File: config.mk
export PLATFORM = sky130hd
export DESIGN_NAME = sample_stream_tx
export DESIGN_NICKNAME = d
export VERILOG_FILES = /design/src/rtl/audio_pkg.sv /design/src/rtl/sample_fifo.sv /design/src/rtl/sample_stream_tx.sv
export SDC_FILE = /design/constraint.sdc
export NUM_CORES = 1
export LEC_CHECK = 0
export CAP_MARGIN = 20
export CORE_MARGIN = 2
export CORE_UTILIZATION = 57
export DETAILED_ROUTE_END_ITERATION = 10
export GPL_TIMING_DRIVEN = 0
export PLACE_DENSITY = 0.76
export SLEW_MARGIN = 10
export SYNTH_ARGS = -nofsm -noshare
export SYNTH_HDL_FRONTEND = slang
export SYNTH_SLANG_ARGS = --single-unit
File: constraint.sdc
create_clock -name clk -period 3 [get_ports clk]
set_input_delay 0.6 -clock clk [delete_from_list [all_inputs] [get_ports clk]]
set_output_delay 0.6 -clock clk [all_outputs]
set_load 0.05 [all_outputs]
File: src/rtl/audio_pkg.sv
// Shared audio-path constants, sample/state types and a saturating counter helper.
// No logic of its own; imported by the sample stream transmitter.
package audio_pkg;

  localparam int SAMPLE_W    = 18;
  localparam int DEFAULT_DIV = 1042;
  localparam int FIFO_AW     = 2;

  typedef logic signed [SAMPLE_W-1:0] sample_t;

  typedef enum logic {
    IDLE,
    RUN
  } state_t;

  function automatic logic [7:0] sat_inc8(input logic [7:0] v);
    return (v == 8'hFF) ? v : v + 8'd1;
  endfunction

endpackage

File: src/rtl/sample_fifo.sv
// Synchronous FIFO, 2^AW entries; head visible on pop_dat with zero latency.
// Push is dropped when full and pop is ignored when empty; full/empty are registered-count based.
module sample_fifo #(
  parameter int W  = 18,
  parameter int AW = 2
) (
  input  logic         clk,
  input  logic         rst_n,
  input  logic         push,
  input  logic [W-1:0] push_dat,
  input  logic         pop,
  output logic [W-1:0] pop_dat,
  output logic         full,
  output logic         empty
);

  localparam int DEPTH = 1 << AW;
  localparam logic [AW:0] FULL_CNT = (AW+1)'(DEPTH);

  logic [W-1:0]  mem_q [DEPTH];
  logic [W-1:0]  mem_d [DEPTH];
  logic [AW-1:0] wr_ptr_q, wr_ptr_d;
  logic [AW-1:0] rd_ptr_q, rd_ptr_d;
  logic [AW:0]   count_q, count_d;
  logic          push_ok;
  logic          pop_ok;

  assign full    = (count_q == FULL_CNT);
  assign empty   = (count_q == '0);
  assign push_ok = push & ~full;
  assign pop_ok  = pop & ~empty;
  assign pop_dat = mem_q[rd_ptr_q];

  always_comb begin
    mem_d    = mem_q;
    wr_ptr_d = wr_ptr_q;
    rd_ptr_d = rd_ptr_q;
    count_d  = count_q;
    if (push_ok) begin
      mem_d[wr_ptr_q] = push_dat;
      wr_ptr_d        = wr_ptr_q + 1'b1;
    end
    if (pop_ok) begin
      rd_ptr_d = rd_ptr_q + 1'b1;
    end
    case ({push_ok, pop_ok})
      2'b10:   count_d = count_q + 1'b1;
      2'b01:   count_d = count_q - 1'b1;
      default: count_d = count_q;
    endcase
  end

  always_ff @(posedge clk or negedge rst_n) begin
    if (!rst_n) begin
      for (int i = 0; i < DEPTH; i++) begin
        mem_q[i] <= '0;
      end
      wr_ptr_q <= '0;
      rd_ptr_q <= '0;
      count_q  <= '0;
    end else begin
      mem_q    <= mem_d;
      wr_ptr_q <= wr_ptr_d;
      rd_ptr_q <= rd_ptr_d;
      count_q  <= count_d;
    end
  end

endmodule

File: src/rtl/sample_stream_tx.sv
// Paces buffered samples out as one new_sample strobe every DIV clocks while play=1.
// in_ready depends only on the registered FIFO count; an empty FIFO at a tick yields silence.
module sample_stream_tx #(
  parameter int SAMPLE_W = audio_pkg::SAMPLE_W,
  parameter int DIV      = audio_pkg::DEFAULT_DIV,
  parameter int FIFO_AW  = audio_pkg::FIFO_AW
) (
  input  logic                clk,
  input  logic                reset,
  input  logic                play,
  input  logic                in_valid,
  input  logic [SAMPLE_W-1:0] in_sample,
  output logic                in_ready,
  output logic                new_sample,
  output logic [SAMPLE_W-1:0] sample,
  output logic [7:0]          underrun_count
);

  import audio_pkg::*;

  localparam int               CNT_W    = $clog2(DIV);
  localparam logic [CNT_W-1:0] CNT_LAST = CNT_W'(DIV - 1);

  state_t              state_q, state_d;
  logic [CNT_W-1:0]    cnt_q, cnt_d;
  logic                new_sample_q, new_sample_d;
  logic [SAMPLE_W-1:0] sample_q, sample_d;
  logic [7:0]          underrun_q, underrun_d;

  logic                tick;
  logic                fifo_push;
  logic                fifo_pop;
  logic                fifo_full;
  logic                fifo_empty;
  logic [SAMPLE_W-1:0] fifo_head;

  assign in_ready  = reset & ~fifo_full;
  assign fifo_push = in_valid & in_ready;
  assign tick      = (state_q == RUN) && (cnt_q == CNT_LAST);
  assign fifo_pop  = tick & ~fifo_empty;

  sample_fifo #(
    .W  (SAMPLE_W),
    .AW (FIFO_AW)
  ) u_fifo (
    .clk      (clk),
    .rst_n    (reset),
    .push     (fifo_push),
    .push_dat (in_sample),
    .pop      (fifo_pop),
    .pop_dat  (fifo_head),
    .full     (fifo_full),
    .empty    (fifo_empty)
  );

  // The edge that first samples play=1 already counts as cycle 1 of the period,
  // so the first strobe lands exactly DIV edges later.
  always_comb begin
    state_d = state_q;
    cnt_d   = cnt_q;
    case (state_q)
      IDLE: begin
        cnt_d = '0;
        if (play) begin
          state_d = RUN;
          cnt_d   = CNT_W'(1);
        end
      end
      RUN: begin
        if (!play) begin
          state_d = IDLE;
          cnt_d   = '0;
        end else if (cnt_q == CNT_LAST) begin
          cnt_d = '0;
        end else begin
          cnt_d = cnt_q + 1'b1;
        end
      end
      default: begin
        state_d = IDLE;
        cnt_d   = '0;
      end
    endcase
  end

  // A tick still completes when play drops on the same edge.
  always_comb begin
    new_sample_d = tick;
    sample_d     = sample_q;
    underrun_d   = underrun_q;
    if (tick) begin
      if (fifo_empty) begin
        sample_d   = '0;
        underrun_d = sat_inc8(underrun_q);
      end else begin
        sample_d = fifo_head;
      end
    end
  end

  always_ff @(posedge clk or negedge reset) begin
    if (!reset) begin
      state_q      <= IDLE;
      cnt_q        <= '0;
      new_sample_q <= 1'b0;
      sample_q     <= '0;
      underrun_q   <= '0;
    end else begin
      state_q      <= state_d;
      cnt_q        <= cnt_d;
      new_sample_q <= new_sample_d;
      sample_q     <= sample_d;
      underrun_q   <= underrun_d;
    end
  end

  assign new_sample     = new_sample_q;
  assign sample         = sample_q;
  assign underrun_count = underrun_q;

endmodule
**Clock distribution**

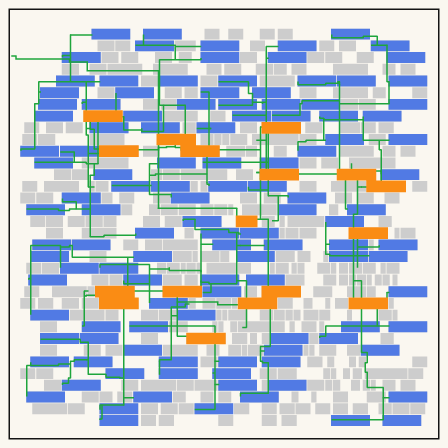
legend:
  flip-flops:
    colour: blue
    count: 118
  clock drivers:
    colour: orange
    count: 17
  clock wires:
    colour: green
    length: 1,460 µm
flops lie: spread over the die

**Routing congestion**

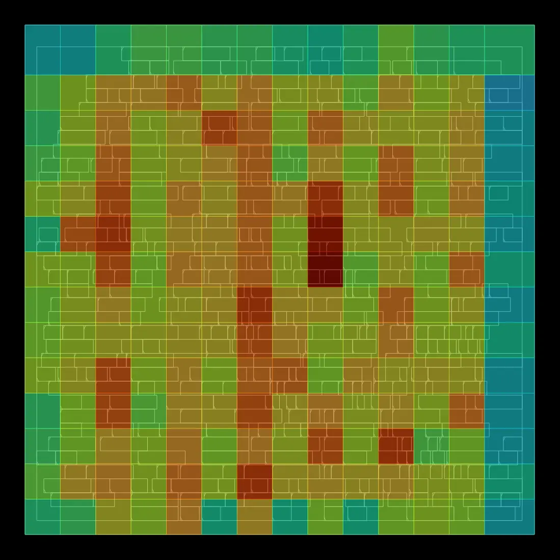
Final Core Density: 0.745
met3 usage: 0.0590
layer with the highest usage: met2

==> flow_metrics.py <==
# Flow results
metrics = {
    "timing": {
        "tightest_slew_ns": 0.709,
        "setup_tns_ns": 0,
        "min_period_ns": 2.94,
        "slew_headroom": 0.527,
        "rsz0062_at_grt": "no",
        "drv_slew": 0,
        "fin_crit_sh": 0.979,
        "clock_skew_ns": 0.0101,
        "finalHoldViolCount": 0,
        "setup_viol": 0,
        "fmax_mhz": 341,
    },
    "placement": {
        "place_hpwl_um": 6420,
        "placedCellCount": 505,
        "gp_congestion": 0.743,
        "dpl_cell_area_um2": 5850,
        "portBuffers": 49,
    },
    "final_layout": {
        "drive_above_1_share": 0.322,
        "final_nets": 450,
        "finalNonFillerCells": 540,
        "fillCellCount": 573,
        "area_growth_syn_to_layout_pct": 25.7,
        "diodes": 0,
        "fin_area_um2": 6530,
    },
    "setup_path": {
        "critPathKind": "input port to primary output",
        "cp-start-kind": "input port",
        "reg2reg_depth": 11,
        "crit_path_start": "reset",
        "reg2reg_slack_ns": 0.44,
        "worstPathRequired_ns": 2.40,
        "crit_fanout": 16,
        "cp-end-kind": "primary output",
        "worstPathArrival_ns": 2.34,
        "r2r_end": "u_fifo.count_q[2]",
        "r2r-start": "cnt_q[1]",
    },
    "die": {
        "die_h_um": 99.5,
        "fp-row-count": 34,
        "die_area_um2": 9890,
        "die_w_um": 99.5,
        "num_io_pins": 50,
        "core_util_floorplan": 0.593,
        "core_area_um2": 8760,
    },
    "detailed_routing": {
        "ant_nets": 0,
        "vias": 3121,
        "wl_per_cell_um": 19.5,
        "avgViaCountPerCell": 5.78,
        "totalWireLength_um": 10500,
        "drt_iter0_markers": 140,
        "drcViolationCount": 0,
        "dr.pass1.iters": 5,
    },
    "synthesis": {
        "ys_sh_simple": 0.0708,
        "ys_warn_count": 0,
        "numSynthFlops": 118,
        "synth_cells": 347,
        "ys_seq_frac": 0.569,
        "compound_area_frac": 0.0414,
        "top_area_cell": "dfrtp_1",
        "flop_cell": "dfrtp_1",
        "synth_area_um2": 5190,
        "top_logic_kind": "multiplexers",
        "synthArstFlopShare": 1.00,
        "mux_share": 0.243,
        "syn_area_per_cell_um2": 15.0,
        "edf_count": 0,
        "top_cell_area_share": 0.569,
        "yosys-stat-area_um2": 5190,
        "synth_nets": 378,
        "adder_share": 0.0231,
        "xor_share": 0.0320,
        "yosys-stat-cells": 347,
        "synthTopCellsByArea": "dfrtp_1 (57%), mux2_2 (13%), mux4_2 (7.8%)",
        "synth_cell_type_count": 41,
    },
    "global_route": {
        "grt_overflow_total": 0,
        "grtUsageTotal": 0.233,
        "grt_max_degree": 84,
        "first_global_vias": 3382,
        "grt_pass1_wl_um": 17600,
        "grt_antenna_before_repair": 0,
    },
    "clocking": {
        "htree_levels": 4,
        "clockBufferDepth": 2,
        "root_buffer": "clkbuf_8",
        "numCtsBuffers": 17,
        "insertion_delay_ns": 0.49,
        "clk_pin_slew_ns": 0.06,
        "cts_tree": "done",
        "cts.sinks": 118,
    },
    "power": {
        "power.leakage_nw": 2.87,
        "seq_power_share": 0.425,
        "p_int_w": 0.00426,
        "power.net_switching_w": 0.00139,
        "p_clk_frac": 0.386,
        "switching_share": 0.246,
        "vdd_ir_drop_max_mv": 0.686,
        "comb_power_share": 0.189,
        "p_per_area_nw_per_um2": 865,
    },
    "worst_hold_path": {
        "worstHoldPathType": "register to register",
        "hold_end": "u_fifo.mem_q[3]",
        "hp-start": "u_fifo.mem_q[3]",
        "holdPathStages": 1,
    },
    "run_status": {
        "status": "finished clean",
    },
    "job": {
        "warnings": 30,
        "cap_violations": 0,
    },
}
-- flip-flops by register name (all words and copies together) (netlist names) --
name and count:
underrun_count 8, u_fifo.count_q 3, state_q 1, sample 18, u_fifo.wr_ptr_q 2, u_fifo.mem_q 72, cnt_q 11, new_sample 1
u_fifo.rd_ptr_q 2
-- metal layers --
metal,share of wire,global-route usage,routed length [µm]
met1,0.45,0.322,4780
met2,0.52,0.378,5440
met3,0.025,0.0590,262
met4,0.0047,0.0537,49
met5,0,0,0
-- cell type report --
cell class	instances	area, µm²	area share
buffer	12	77.6	0.0119
clock buffer	20	445	0.0682
clock inverter	12	200	0.0307
inverter	9	33.8	0.00517
multi-input combinational	208	2130	0.326
sequential	118	2950	0.452
tap	108	135	0.0207
timing repair buffer	53	554	0.0849
-- critical path: stages --
cell	delay [ns]
dlygate4sd3_1	0.56
buf_6	0.21
o31a_1	0.17
clkdlybuf4s50_1	0.79
-- cells in the mapped netlist (2+ instances only) --
master,count
dfrtp_1,118
mux2_2,62
a22o_1,18
mux4_2,18
nor2_1,15
mux2_1,13
xor2_1,11
inv_1,9
ha_1,8
nand2_1,8
xnor2_1,8
nand3_1,7
nor3_1,6
buf_2,5
buf_4,5
nand2_2,4
nand4_1,4
and3_1,2
nand3_2,2
nor3_2,2
o21ai_0,2
-- what timing repair did --
action / CTS / global route
resized: 0 / 0
buffers inserted: 0 / 0
hold buffers: 2 / 0
endpoints found under the setup margin: 0 / 0
hold endpoints to repair: 23 / 0
-- per-stage QoR --
stage	total power [W]	utilization	hold WS, ns	worst slack (ns)
after floorplan	0.00316	-	0.304	0.734
after global placement	0.00337	0.664	0.472	-3.82
after detailed placement	0.00347	0.667	0.480	0.455
after CTS	0.00568	0.743	0.487	0.0585
after global routing	0.00593	0.745	0.516	0.00293
final	0.00565	0.745	0.492	0.0633
-- cell families (layout without fill, tap and decap cells) --
family          after synthesis  count (layout)
compound gates               26              26
xor+xnor                     19              19
fa+ha+maj                     9               9
buf+inv                      21             106
flops                       118             118
mux                          94              94
simple gates                 60              60
-- cells in the final DEF (no fill, tap or decap), drive strengths merged, types with 2 or more instances in the layout --
cell type        n
and3             2
clkinv           7
nor4             2
dlygate4sd3      2
xnor2            8
nand2           12
clkbuf          21
nor3b            2
ha               8
mux4            18
nor2            16
o21ai            2
nor3             8
nand4            5
inv              9
xor2            11
clkdlybuf4s50   48
dfrtp          118
nand3            9
bufinv           5
a22o            18
mux2            75
buf             14
-- power by group through the flow --
stage	sequential, W	combinational, W	clock (W)
global placement	0.00237	0.000997	0
CTS	0.00239	0.00108	0.00221
floorplan	0.00231	0.000850	0
detailed placement	0.00241	0.00106	0
global route	0.00246	0.00118	0.00229
finish	0.00240	0.00107	0.00218
-- worst max path at each step --
| stage | end | slack [ns] | cells past startpoint |
|---|---|---|---|
| 5_1_grt | in_ready | 0.003 | 4 |
| 2_1_floorplan | u_fifo.count_q[2] | 0.73 | 11 |
| 3_5_place_dp | in_ready | 0.45 | 3 |
| 6_report | in_ready | 0.06 | 4 |
| 4_1_cts | in_ready | 0.06 | 4 |
| 3_3_place_gp | in_ready | -3.82 | 3 |
Power and IR drop assume default switching activity.
